$ cat config.mk
export PLATFORM = sky130hd
export DESIGN_NAME = dzcpu_useq
export DESIGN_NICKNAME = d
export VERILOG_FILES = /design/src/rtl/dzcpu_useq.sv
export SDC_FILE = /design/constraint.sdc
export NUM_CORES = 1
export LEC_CHECK = 0
export CORE_MARGIN = 2
export CORE_UTILIZATION = 25
export DETAILED_ROUTE_END_ITERATION = 16
export HOLD_SLACK_MARGIN = 0.12
export PLACE_DENSITY = 0.59
export REMOVE_ABC_BUFFERS = 1
export SYNTH_ARGS = -nofsm -noshare
export SYNTH_HDL_FRONTEND = slang
export SYNTH_SLANG_ARGS = --single-unit
$ cat constraint.sdc
create_clock -name iClock -period 2.05 [get_ports iClock]
set_input_delay 0.41 -clock iClock [delete_from_list [all_inputs] [get_ports iClock]]
set_output_delay 0.41 -clock iClock [all_outputs]
set_load 0.01 [all_outputs]
$ cat src/rtl/dzcpu_useq.sv
// dzcpu_useq: microcode sequencer. Latches opcodes, walks the micro-op ROM address and decodes flow strobes.
// Interrupt entry at instruction boundaries is compiled in with `define DZCPU_INT_DISPATCH_EN.
module dzcpu_useq #(
  parameter int unsigned ADDR_W       = 8,
  parameter logic [7:0]  INT_FLOW_IDX = 8'd169
) (
  input  logic              iClock,
  input  logic              iReset_n,
  input  logic              iStall,
  input  logic [7:0]        iMop,
  input  logic [ADDR_W-1:0] iLutIdx,
  input  logic [ADDR_W-1:0] iCbLutIdx,
  input  logic              iFlowInc,
  input  logic              iFlowEof,
  input  logic              iFlowEofZ,
  input  logic              iFlowEofNz,
  input  logic              iFlowJcb,
  input  logic              iFlowFu,
  input  logic              iZero,
  input  logic              iSeti,
  input  logic              iCeti,
  input  logic [4:0]        iIntFlags,
  input  logic [4:0]        iIntEnable,
  output logic [ADDR_W-1:0] oUopAddr,
  output logic [7:0]        oMop,
  output logic              oPcInc,
  output logic              oFlagUpdate,
  output logic [2:0]        oState,
  output logic              oFault,
  output logic [4:0]        oIntAck,
  output logic [7:0]        oIntVector
);

  typedef enum logic [2:0] {
    S_FETCH  = 3'd0,
    S_DECODE = 3'd1,
    S_EXEC   = 3'd2,
    S_CBDEC  = 3'd3,
    S_INT    = 3'd4,
    S_HALT   = 3'd5
  } state_t;

  localparam logic [ADDR_W-1:0] INT_ADDR = ADDR_W'(INT_FLOW_IDX);

  state_t            state_reg;
  logic [ADDR_W-1:0] uop_addr_reg;
  logic [7:0]        mop_reg;
  logic              fault_reg;
  logic              cb_flow_reg;   // a CB-page flow is running; further JCBs just step

  logic flow_end;
  logic exec_live;
  logic at_top;
  logic int_req;

  assign flow_end  = iFlowEof | (iFlowEofZ & iZero) | (iFlowEofNz & ~iZero);
  assign exec_live = (state_reg == S_EXEC) & ~iStall;
  assign at_top    = &uop_addr_reg;

`ifdef DZCPU_INT_DISPATCH_EN
  logic       ime_reg;
  logic [7:0] int_vector_reg;
  logic [4:0] int_pending;
  logic [4:0] int_lowest;
  logic [2:0] int_n;

  assign int_pending = iIntFlags & iIntEnable;
  assign int_lowest  = int_pending & (~int_pending + 5'd1);
  assign int_req     = ime_reg & (|int_pending);

  always_comb begin
    int_n = 3'd0;
    for (int i = 4; i >= 0; i--) begin
      if (int_pending[i]) int_n = 3'(i);
    end
  end

  assign oIntAck    = (state_reg == S_INT && !iStall) ? int_lowest : 5'd0;
  assign oIntVector = int_vector_reg;

  always_ff @(posedge iClock or negedge iReset_n) begin
    if (!iReset_n) begin
      ime_reg        <= 1'b0;
      int_vector_reg <= 8'h00;
    end else if (!iStall) begin
      if (state_reg == S_INT) begin
        ime_reg        <= 1'b0;
        int_vector_reg <= 8'h40 + {2'b00, int_n, 3'b000};
      end else if (state_reg == S_EXEC) begin
        if (iCeti)      ime_reg <= 1'b0;
        else if (iSeti) ime_reg <= 1'b1;
      end
    end
  end
`else
  logic unused_int;
  assign unused_int = ^{iSeti, iCeti, iIntFlags, iIntEnable, INT_ADDR};
  assign int_req    = 1'b0;
  assign oIntAck    = 5'd0;
  assign oIntVector = 8'h00;
`endif

  always_ff @(posedge iClock or negedge iReset_n) begin
    if (!iReset_n) begin
      state_reg    <= S_FETCH;
      uop_addr_reg <= '0;
      mop_reg      <= 8'h00;
      fault_reg    <= 1'b0;
      cb_flow_reg  <= 1'b0;
    end else if (!iStall) begin
      case (state_reg)
        // The byte at PC is valid during FETCH; latching it here lets the LUT settle during DECODE.
        S_FETCH: begin
          mop_reg   <= iMop;
          state_reg <= S_DECODE;
        end
        S_DECODE: begin
          uop_addr_reg <= iLutIdx;
          cb_flow_reg  <= 1'b0;
          state_reg    <= S_EXEC;
        end
        S_EXEC: begin
          if (flow_end) begin
            state_reg <= int_req ? S_INT : S_FETCH;
          end else if (iFlowJcb && !cb_flow_reg) begin
            mop_reg   <= iMop;
            state_reg <= S_CBDEC;
          end else if (at_top) begin
            fault_reg <= 1'b1;
            state_reg <= S_HALT;
          end else begin
            uop_addr_reg <= uop_addr_reg + ADDR_W'(1);
          end
        end
        S_CBDEC: begin
          uop_addr_reg <= iCbLutIdx;
          cb_flow_reg  <= 1'b1;
          state_reg    <= S_EXEC;
        end
`ifdef DZCPU_INT_DISPATCH_EN
        S_INT: begin
          uop_addr_reg <= INT_ADDR;
          cb_flow_reg  <= 1'b0;
          state_reg    <= S_EXEC;
        end
`endif
        S_HALT: state_reg <= S_HALT;
        default: state_reg <= S_FETCH;
      endcase
    end
  end

  assign oUopAddr    = uop_addr_reg;
  assign oMop        = mop_reg;
  assign oState      = state_reg;
  assign oFault      = fault_reg;
  assign oPcInc      = exec_live & iFlowInc;
  assign oFlagUpdate = exec_live & iFlowFu;

endmodule

### Sequential cells colored by netlist name, run 1

Bar = 20 um. Other sequential cells in the stronger gray, the rest of the logic in the fainter gray.
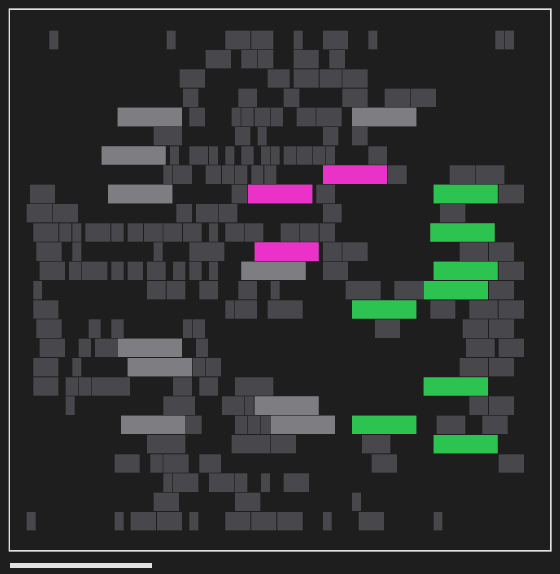
- green: oMop (placed flops 8; where right middle)
- magenta: oState (placed flops 3)
Seq area share: 25.7%
fin util: 40.3%
flip-flop and latch area: 526 sq um
Power Sequential: 745 uW

### Sizing map, run 1

Bar = 20 um.
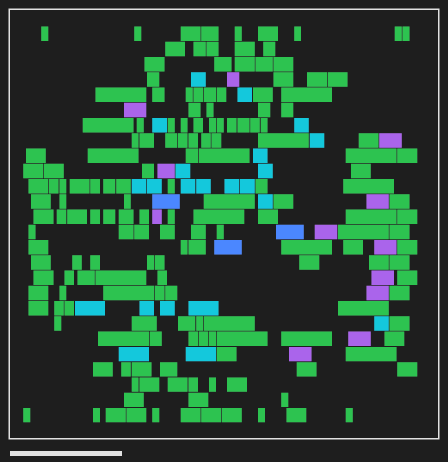
- green: drive 1 or less (cells 173; most used clkdlybuf4s50_1)
- blue: drive 6 and up (cells 3; most used clkbuf_8)
- purple: drive 2 (cells 12; most used mux2_2)
- cyan: drive 3 to 4 (cells 22; most used buf_4)

==> results.txt, run 1 <==
Outcome -> complete, no violations
FFs w/ async S/R, synth -> 100%
Site row count -> 26
Dpl cells -> 275
Ant diodes -> 0
Vias in the first global route -> 1137
Worst hold slack -> 0.472 ns
Routed WL -> 3310 um
Flops -> 21
DP Area -> 0.00199 sq mm
Num CTS Buffers -> 3
Clock network area share -> 2.26%
Htree depth -> 1
Distinct cells, synth -> 32
Synth warn -> 0
Buffer share of cell area -> 33.4%
Top cells excl fill/tap -> clkdlybuf4s50_1 (53), dfrtp_1 (21), buf_4 (18)
Via count -> 1216
Post-synth EDFFs -> 0
PortBufs -> 55
Max Slew Vio Count -> 0
Final WS setup -> 0.0514 ns
Max clock buf depth -> 2
Logic share of the area -> 34.4%
Drt wl/cell -> 11.8 um
VDD IR max -> 644 uV
First-pass GRT wire length -> 5460 um
Slowest cell on crit path -> clkdlybuf4s50_1
CP Data Required Time -> 2.20 ns
GRT Residual Overflow -> 0
Die Area -> 0.00582 sq mm
Synth area leaders -> dfrtp_1 (40%), mux2_2 (7.8%), buf_4 (7.5%), o21ai_0 (5.4%), mux2_4 (4.6%)
Register-to-register setup slack -> 0.17 ns
CTS tree -> built
Max incr delay on CP -> 0.47 ns
Biggest Area Class -> logic gates
Clock Sinks -> 21
Min cycle time layout -> 2.00 ns
Antenna violations before repair -> 0
Multi-input combinational gate total -> 112
Initial Util -> 25.8%
Avg Vias per Cell -> 4.34
Top FF cell, synth -> dfrtp_1
Yosys top cell by area -> dfrtp_1
DRC -> 0
Cycle use final -> 97.5%
# fillers -> 532
Chip Height -> 76.3 um
DR WL met2 -> 1540 um
Lkg Pwr -> 0.000903 uW
OpenROAD warnings -> 37
Largest net degree at the start of global routing -> 22
Final Power -> 2420 uW
Yosys stat cell total -> 139
Syn avg cell area -> 9.41 sq um
Largest delay contributor family on the critical path -> AND-OR/OR-AND gates
Worst-path clk slew -> 0.08 ns
Die X -> 76.3 um
Uppermost layer routed -> met4
Post-Layout Cell Count -> 280
Post-route ant nets -> 0
Setup crit start kind -> input pin
Drt pass-1 iters -> 4
Nets@finish -> 258
Synth Instances -> 139
Post-synth seq share -> 40.2%
Crit path arrival time -> 2.15 ns
Critical path peak fanout -> 8
Root Buffer -> clkbuf_8
Max Cap Violations -> 0
Non-clock buffers -> 73
Chip Area, Yosys -> 0.00131 sq mm
Final Setup Violations -> 0
Worst Setup End Kind -> register
FMAX -> 500 MHz
Final Cell Area -> 0.00205 sq mm
Critical path class -> input pin to register
Final Hold Violating Endpoints -> 0
Synth top area share -> 40.2%
DPL Wire Length -> 2520 um
Synth flops -> 21
Hold-fix buffers at CTS -> 0
Layout cell share with drive strength beyond 1 -> 17.6%
Setup TNS -> 0 ns
Most numerous logic cell after layout -> clkdlybuf4s50_1
RSZ-0062 raised after global routing -> false
Global Route Usage Sum -> 11.7%
Met3 wire length -> 185 um
Core Box Area -> 0.00507 sq mm
Met1 WL -> 1560 um
I/O pin count -> 81
Post-synthesis to final-layout area growth -> 56.5%
N_taps -> 70
Number of non-clock inverters -> 0
Comb area -> 703 sq um
CLK BUF -> 3
Min-delay worst type -> register to register
Placer Congestion -> 0.765
Post-Syn Area -> 0.00131 sq mm
DR iter-0 viols -> 44
PwrDens -> 1180 mW/mm^2
Place WS -> -0.246 ns
CP bufs+invs -> 1
CP Cell Sequence -> clkdlybuf4s50_1 > nor2b_1 > a211o_1 > o21a_2 > or2_1 > mux2_4
### Clock network drawn from the DEF, run 1

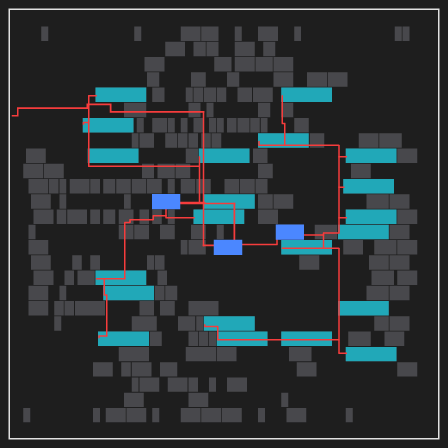
- red: clock wires (length 299 um)
- cyan: flip-flops (count 21)
- blue: cells driving clock nets (count 3)
- routed clock nets: 4
Clock Skews: 0.00192 ns
clock share of power: 11.1%
Clk. pwr: 270 uW
clock latency on the worst-skew pair: 0.26 ns

run 1: cells in the mapped netlist (4+ instances only):
library cell,count
and2_1,4
buf_4,13
nand3_1,6
mux2_4,4
o21ai_0,14
nor2_1,10
dfrtp_1,21
o31ai_1,5
nand2b_1,4
a21oi_1,4
nand2_1,14
mux2_2,9
nor2b_1,6
run 1: layer usage:
layer  global-route usage, %  vias up
li1                        -      608
met1                    15.9      562
met2                    18.2       42
met3                    3.32        4
met4                    3.27        0
met5                       0        -
run 1: cell families (layout without fill, tap and decap cells):
logic type	after synthesis	after routing	synth area share, %
flip-flops	21	21	40.2
XOR/XNOR	2	2	1.34
adder cells (fa/ha/maj)	1	1	0.957
AND/OR/NAND/NOR	50	50	18.6
buffers and inverters	18	77	9.66
AND-OR/OR-AND	31	31	15.1
other	1	13	0.287
multiplexers	15	15	13.9
run 1: worst reg2reg max path, delay by kind of cell, from the launching register on:
| family | cells | cell delay (ns) |
|---|---|---|
| adder cells (fa/ha/maj) | 1 | 0.17 |
| multiplexers | 1 | 0.34 |
| AND/OR/NAND/NOR | 3 | 0.71 |
| AND-OR/OR-AND | 1 | 0.17 |
| flip-flops | 1 | 0.38 |
run 1: repair_timing:
action                     in CTS  in global routing
setup endpoints to repair       2                  8
gates resized                   3                  1
buffers inserted                1                  0
run 1: power breakdown:
group / total [uW] / switching (uW) / internal, uW
clock network: 270 / 134 / 135
registers: 745 / 146 / 599
logic: 1410 / 582 / 825
total: 2420 / 863 / 1560
run 1: worst paths after layout:
kind / end / from / cells past startpoint
max in group asynchronous: oMop[3] / iReset_n / 2
hold reg to reg: oFault / oFault / 1
hold / removal: oFault / oFault / 1
min in group asynchronous: oMop[0] / iReset_n / 2
setup reg to reg: oUopAddr[1] / oUopAddr[1] / 6
setup / recovery: oUopAddr[1] / iZero / 6
==> run 2, diff against run 1 <==
--- a/config.mk
+++ b/config.mk
@@ -5,11 +5,12 @@
 export SDC_FILE = /design/constraint.sdc
 export NUM_CORES = 1
 export LEC_CHECK = 0
-export CORE_MARGIN = 2
+export CELL_PAD_IN_SITES_DETAIL_PLACEMENT = 1
+export CELL_PAD_IN_SITES_GLOBAL_PLACEMENT = 1
 export CORE_UTILIZATION = 25
 export DETAILED_ROUTE_END_ITERATION = 16
 export HOLD_SLACK_MARGIN = 0.12
-export PLACE_DENSITY = 0.59
+export PLACE_DENSITY = 0.79
 export REMOVE_ABC_BUFFERS = 1
 export SYNTH_ARGS = -nofsm -noshare
 export SYNTH_HDL_FRONTEND = slang
### Routed metal per tile, run 2

15 x 15 tiles, from dark blue (low) to red (high), scaled to the fullest tile. Values are wire area over tile area, all layers added.
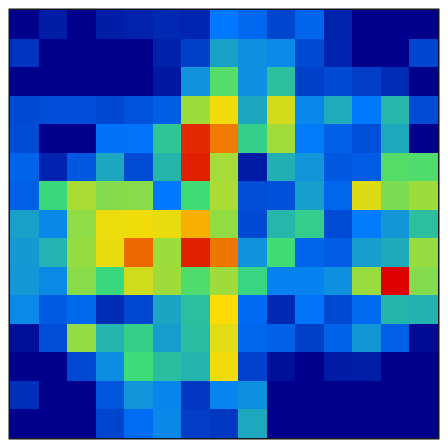
- emptiest ninth of the die: top left
- densest ninth of the die: middle
- tiles over half the peak: 20%
drt wl/cell: 13.4 um
via count: 1250
Routed WL: 3680 um
Global Route Usage Sum: 13.9%

==> run 2 against run 1 <==
Against the previous run:
- clock skew up 0.0012 ns
- power is 0.61% higher
- area after synthesis did not move
- final area decreased by 0.86%
- register-to-register slack improved by 0.02 ns
- cell count down 1.8%
- largest power group unchanged
==> results.txt, run 2 <==
Outcome -> complete, no violations
Synth warn -> 0 (unchanged)
Distinct cells, synth -> 32 (unchanged)
Most frequent cell after synthesis -> dfrtp_1
Pwr top -> combinational cells
DP Area -> 0.00197 sq mm (-0.94%)
Die X -> 74.3 um (-2.6%)
Min cycle time layout -> 1.98 ns (-0.0228 ns)
DPL Wire Length -> 2820 um (+12%)
Yosys stat cell total -> 139 (unchanged)
Post-synth EDFFs -> 0 (unchanged)
Drt pass-1 iters -> 4 (unchanged)
Post-route ant nets -> 0 (unchanged)
Setup TNS -> 0 ns (unchanged)
Layout cell share with drive strength beyond 1 -> 18.3% (+0.65 points)
Synth top cells by count -> dfrtp_1 (21), nand2_1 (14), o21ai_0 (14)
Max Slew Vio Count -> 0 (unchanged)
PortBufs -> 55 (unchanged)
Htree depth -> 1 (unchanged)
CP bufs+invs -> 1 (unchanged)
Psw -> 895 uW (+3.7%)
Final Power -> 2440 uW (+0.61%)
VDD IR max -> 452 uV (-30%)
Ant diodes -> 0 (unchanged)
FFs w/ async S/R, synth -> 100% (unchanged)
Synth area leaders -> dfrtp_1 (40%), mux2_2 (7.8%), buf_4 (7.5%), o21ai_0 (5.4%), mux2_4 (4.6%)
Clock Sinks -> 21 (unchanged)
Synth top area share -> 40.2% (unchanged)
Worst Setup End Kind -> register
Power Internal -> 1540 uW (-1.1%)
Die Area -> 0.00552 sq mm (-5.2%)
Setup crit start kind -> input pin
Worst hold slack -> 0.478 ns (+0.00618 ns)
Worst-path clk slew -> 0.08 ns (about the same)
Num CTS Buffers -> 3 (unchanged)
Critical path peak fanout -> 6 (-2)
CTS tree -> built
Most numerous logic cell after layout -> clkdlybuf4s50_1
Post-Syn Area -> 0.00131 sq mm (unchanged)
Initial Util -> 26.8% (+1.0 points)
Syn avg cell area -> 9.41 sq um (unchanged)
Largest net degree at the start of global routing -> 22 (unchanged)
Root Buffer -> clkbuf_8
Placer Congestion -> 0.807 (+5.5%)
Max clock buf depth -> 2 (unchanged)
PwrDens -> 1200 mW/mm^2 (+1.5%)
Comb pwr share -> 58.1% (about the same)
I/O pin count -> 81 (unchanged)
Post-synth seq share -> 40.2% (unchanged)
Antenna violations before repair -> 0 (unchanged)
Nets@finish -> 256 (-0.78%)
RSZ-0062 raised after global routing -> false
Fin util -> 41.6% (+1.3 points)
GRT Residual Overflow -> 0 (unchanged)
Post-synthesis to final-layout area growth -> 55.1%
Lkg Pwr -> 0.000891 uW (-1.3%)
FMAX -> 506 MHz (+1.2%)
Crit path arrival time -> 2.13 ns (-0.02 ns)
Synth flops -> 21 (unchanged)
Largest delay contributor family on the critical path -> simple AND/OR/NAND/NOR gates
Top FF cell, synth -> dfrtp_1
Clock Skews -> 0.00310 ns (+0.00118 ns)
OpenROAD warnings -> 37 (unchanged)
Final Hold Violating Endpoints -> 0 (unchanged)
Synth Instances -> 139 (unchanged)
Cycle use final -> 96.4% (-1.1 points)
CP Cell Sequence -> clkdlybuf4s50_1 > nor2b_1 > a211o_1 > o21a_2 > or2_1 > mux2_4
Clock share of power -> 11.2% (about the same)
Critical path class -> input pin to register
Flop pwr share -> 30.6% (-0.2 points)
Slowest cell on crit path -> clkdlybuf4s50_1
Clock latency on the worst-skew pair -> 0.26 ns (about the same)
Chip Height -> 74.3 um (-2.6%)
CP Data Required Time -> 2.20 ns (about the same)
DRC -> 0 (unchanged)
Switching part of the total power -> 36.7% (+1.1 points)
Max incr delay on CP -> 0.40 ns (-0.07 ns)
Avg Vias per Cell -> 4.55 (+4.7%)
Chip Area, Yosys -> 0.00131 sq mm (unchanged)
Yosys top cell by area -> dfrtp_1
Final Setup Violations -> 0 (unchanged)
Power Sequential -> 747 uW (about the same)
First-pass GRT wire length -> 5780 um (+5.7%)
Min-delay worst type -> register to register
Clk. pwr -> 274 uW (+1%)
DR iter-0 viols -> 26 (-41%)
Hold-fix buffers at CTS -> 0 (unchanged)
Final Cell Area -> 0.00203 sq mm (-0.86%)
Top cells excl fill/tap -> clkdlybuf4s50_1 (53), dfrtp_1 (21), buf_4 (16)
Max Cap Violations -> 0 (unchanged)
Vias in the first global route -> 1237 (+8.8%)
Comb group -> 1420 uW (about the same)
### Placement view, run 2

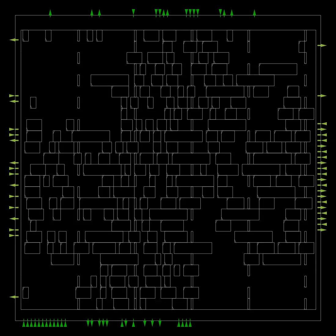
Core Box Area: 0.00488 sq mm
site row count: 25
Seq area share: 25.9%
Flops: 21
n_taps: 67

==> run 2: cell counts after synthesis <==
No cell type changed its count.
==> run 2: final timing paths <==
check                      startpoint          end  slack [ns]  cells past startpoint
setup / recovery           iFlowEofNz  oUopAddr[3]        0.07                      6
hold / removal                 oFault       oFault        0.48                      1
setup reg to reg            oState[2]  oUopAddr[3]        0.19                      6
hold reg to reg                oFault       oFault        0.48                      1
max in group asynchronous    iReset_n  oUopAddr[5]        1.33                      2
min in group asynchronous    iReset_n      oMop[3]        0.50                      2
==> run 2: what timing repair did <==
action / 4_1_cts / 5_1_grt
cloned: 0 / 0
setup buffers: 1 / 0
pin swaps: 1 / 0
endpoints found under the setup margin: 3 / 1
gates resized: 5 / 2
==> run 2: logic make-up (layout without fill, tap and decap cells) <==
family                     Yosys count  count (layout)  share of synthesized area [%]
DFF                                 21              21                           40.2
buffers and inverters               18              75                           9.66
and+or+nand+nor                     50              50                           18.6
xor gates and xnor gates             2               2                           1.34
adders and majority gates            1               1                          0.957
other                                1              13                          0.287
AOI/OAI and AO/OA                   31              31                           15.1
muxes                               15              15                           13.9
==> run 2: final cells by class <==
cell class                      instances  area (sq um)
Fill cell                             592          2850
Multi-Input combinational cell        112           708
Timing Repair Buffer                   71           664
Sequential cell                        21           526
Tap cell                               67          83.8
Clock buffer                            3          41.3
Clock inverter                          1          5.00
==> run 2: per-stage QoR <==
stage,worst slack (ns),std cells
CTS,0.0623,275
global route,0.0516,275
floorplan,0.156,133
finish,0.0742,275
global placement,-0.212,270
detailed placement,-0.293,270
==> run 2: routing by layer <==
metal | global-route usage, % | wire, um
met4 | 2.52 | 21
met3 | 4.07 | 246
met2 | 24.7 | 1800
met1 | 16.7 | 1620
met5 | 0 | 0
==> run 3, diff against run 2 <==
--- a/config.mk
+++ b/config.mk
@@ -8,6 +8,7 @@
 export CELL_PAD_IN_SITES_DETAIL_PLACEMENT = 1
 export CELL_PAD_IN_SITES_GLOBAL_PLACEMENT = 1
 export CORE_UTILIZATION = 25
+export CTS_CLUSTER_DIAMETER = 120
 export DETAILED_ROUTE_END_ITERATION = 16
 export HOLD_SLACK_MARGIN = 0.12
 export PLACE_DENSITY = 0.79
### Clock network drawn from the DEF, run 3

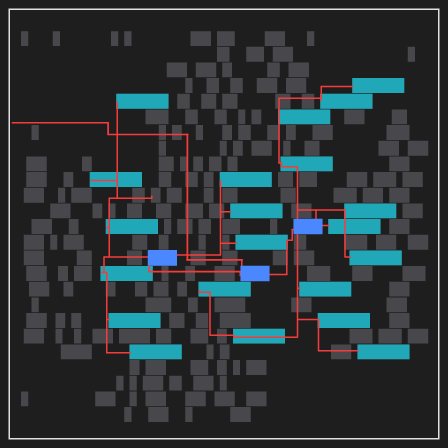
- blue: cells driving clock nets (count 3)
- cyan: flip-flops (count 21)
- red: clock wires (length 326 um)
- routed clock nets: 4

==> run 3 against run 2 <==
Against the previous run:
- clock power about the same
- die area unchanged
- sequential share of layout area is the same
- critical path type unchanged
- synthesized cell count unchanged
- final area unchanged
- critical path depth is the same
- wire length unchanged
- sequential cell count is the same
- utilization stayed put
- cell count is the same
- combinational power about the same
==> results.txt, run 3 <==
Layout cell share with drive strength beyond 1 -> 18.3% (unchanged)
Final Setup Violations -> 0 (unchanged)
Worst r2r src -> oState[2]
DP Area -> 0.00197 sq mm (unchanged)
Most numerous logic cell after layout -> clkdlybuf4s50_1
Most frequent cell after synthesis -> dfrtp_1
Die Area -> 0.00552 sq mm (unchanged)
Num CTS Buffers -> 3 (unchanged)
Synth top cells by count -> dfrtp_1 (21), nand2_1 (14), o21ai_0 (14)
Initial Util -> 26.8% (unchanged)
Synth area leaders -> dfrtp_1 (40%), mux2_2 (7.8%), buf_4 (7.5%), o21ai_0 (5.4%), mux2_4 (4.6%)
Max clock buf depth -> 2 (unchanged)
Hold Startpoint -> oFault
Cycle use final -> 96.4% (unchanged)
Worst Setup End Kind -> register
Power Internal -> 1540 uW (unchanged)
Top cells excl fill/tap -> clkdlybuf4s50_1 (53), dfrtp_1 (21), buf_4 (16)
Chip Area, Yosys -> 0.00131 sq mm (unchanged)
Comb pwr share -> 58.1% (about the same)
Site row count -> 25 (unchanged)
Synth warn -> 0 (unchanged)
Critical path class -> input pin to register
Max Slew Vio Count -> 0 (unchanged)
Setup bufs post-CTS -> 1 (unchanged)
Post-synthesis to final-layout area growth -> 55.1% (unchanged)
Post-route ant nets -> 0 (unchanged)
Flop pwr share -> 30.6% (about the same)
Synth top area share -> 40.2% (unchanged)
Syn avg cell area -> 9.41 sq um (unchanged)
Avg Vias per Cell -> 4.55 (unchanged)
FFs w/ async S/R, synth -> 100% (unchanged)
Clk. pwr -> 274 uW (about the same)
Crit path arrival time -> 2.13 ns (about the same)
Worst-path clk slew -> 0.08 ns (about the same)
Placer Congestion -> 0.807 (unchanged)
Power Sequential -> 747 uW (about the same)
Min cycle time layout -> 1.98 ns (unchanged)
Htree depth -> 1 (unchanged)
PortBufs -> 55 (unchanged)
Hold EP -> oFault
Critical path peak fanout -> 6 (unchanged)
Die X -> 74.3 um (unchanged)
Yosys stat cell total -> 139 (unchanged)
Comb group -> 1420 uW (about the same)
Min-delay worst type -> register to register
Post-Syn Area -> 0.00131 sq mm (unchanged)
DRC -> 0 (unchanged)
Worst hold stages -> 1 (unchanged)
Post-synth seq share -> 40.2% (unchanged)
Synth flops -> 21 (unchanged)
Clock Skews -> 0.00310 ns (unchanged)
Register-to-register setup slack -> 0.19 ns (about the same)
Largest net degree at the start of global routing -> 22 (unchanged)
Root Buffer -> clkbuf_8
Clock share of power -> 11.2% (about the same)
DPL Wire Length -> 2820 um (unchanged)
Vias in the first global route -> 1237 (unchanged)
GRT Residual Overflow -> 0 (unchanged)
Pwr top -> combinational cells
Max Cap Violations -> 0 (unchanged)
RSZ-0062 raised after global routing -> false
Reg-to-Reg End -> oUopAddr[3]
Clock Sinks -> 21 (unchanged)
Final Cell Area -> 0.00203 sq mm (unchanged)
Global Route Usage Sum -> 13.9% (unchanged)
Via count -> 1250 (unchanged)
Yosys top cell by area -> dfrtp_1
Synth Instances -> 139 (unchanged)
Setup crit start kind -> input pin
DR iter-0 viols -> 26 (unchanged)
Post-cts sizing count -> 5 (unchanged)
Distinct cells, synth -> 32 (unchanged)
Hold-fix buffers at CTS -> 0 (unchanged)
I/O pin count -> 81 (unchanged)
Clock latency on the worst-skew pair -> 0.26 ns (about the same)
Top FF cell, synth -> dfrtp_1
PwrDens -> 1200 mW/mm^2 (unchanged)
Lkg Pwr -> 0.000891 uW (unchanged)
VDD IR max -> 452 uV (unchanged)
CTS tree -> built
Drt wl/cell -> 13.4 um (unchanged)
Chip Height -> 74.3 um (unchanged)
Outcome -> complete, no violations
Ant diodes -> 0 (unchanged)
Core Box Area -> 0.00488 sq mm (unchanged)
Switching part of the total power -> 36.7% (unchanged)
FF-to-FF path depth -> 6 (unchanged)
Nets@finish -> 256 (unchanged)
Antenna violations before repair -> 0 (unchanged)
Drt pass-1 iters -> 4 (unchanged)
Psw -> 895 uW (unchanged)
Post-synth EDFFs -> 0 (unchanged)
OpenROAD warnings -> 37 (unchanged)
Dpl cells -> 270 (unchanged)
Routed WL -> 3680 um (unchanged)
CP Data Required Time -> 2.20 ns (about the same)
First-pass GRT wire length -> 5780 um (unchanged)
Final Hold Violating Endpoints -> 0 (unchanged)
FMAX -> 506 MHz (unchanged)
### Placement view, run 3

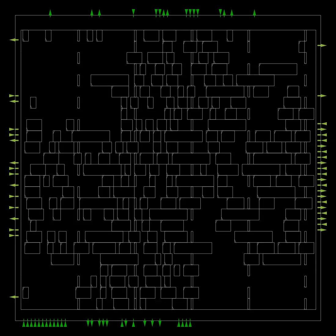
fin util: 41.6%
# fillers: 592
Post-Layout Cell Count: 275

## run 3: cell counts after synthesis
No cell type changed its count.
## run 3: worst max-delay path, stage by stage
cell	delay, ns
clkdlybuf4s50_1	0.40
nor2b_1	0.13
a211o_1	0.26
o21a_2	0.22
or2_1	0.36
mux2_4	0.34
## run 3: how the worst max path moves through the flow
stage                            from          end  slack [ns]  cells past startpoint
final                      iFlowEofNz  oUopAddr[3]        0.07                      6
after global routing            iZero      oMop[3]        0.05                      7
after CTS                  iFlowEofNz  oUopAddr[0]        0.06                      6
after detailed placement   iFlowEofNz      oMop[3]       -0.29                      7
after global placement          iZero      oMop[1]       -0.21                      7
after floorplan           oUopAddr[0]  oUopAddr[0]        0.16                      6
## run 3: logic make-up after synthesis
group / Yosys count / synth area share [%]
buffers and inverters: 18 / 9.66
xor gates and xnor gates: 2 / 1.34
DFF: 21 / 40.2
other: 1 / 0.287
AOI/OAI and AO/OA: 31 / 15.1
muxes: 15 / 13.9
adders and majority gates: 1 / 0.957
and+or+nand+nor: 50 / 18.6
## run 3: layout make-up
class	instances	area [sq um]	area share, %
clock buffers	3	41.3	2.04
clock inverters	1	5.00	0.247
multi-input cells	112	708	34.9
flip-flops and latches	21	526	25.9
well taps	67	83.8	4.13
repair buffers	71	664	32.8
## run 3: stage by stage
stage	setup slack [ns]	hold WS (ns)	setup TNS, ns	total power, uW
2_1_floorplan	0.156	0.114	0	1440
3_3_place_gp	-0.212	0.458	-3.08	2120
3_5_place_dp	-0.293	0.456	-3.93	2180
4_1_cts	0.0623	0.480	0	2480
5_1_grt	0.0516	0.517	0	2630
6_report	0.0742	0.478	0	2440
## run 3: metal layers
layer / share of wire [%] / global-route usage [%]
met5: 0 / 0
met4: 0.57 / 2.52
met3: 6.7 / 4.07
met2: 49 / 24.7
met1: 44 / 16.7
No activity file was given, so power comes from the tool's default toggle rates.
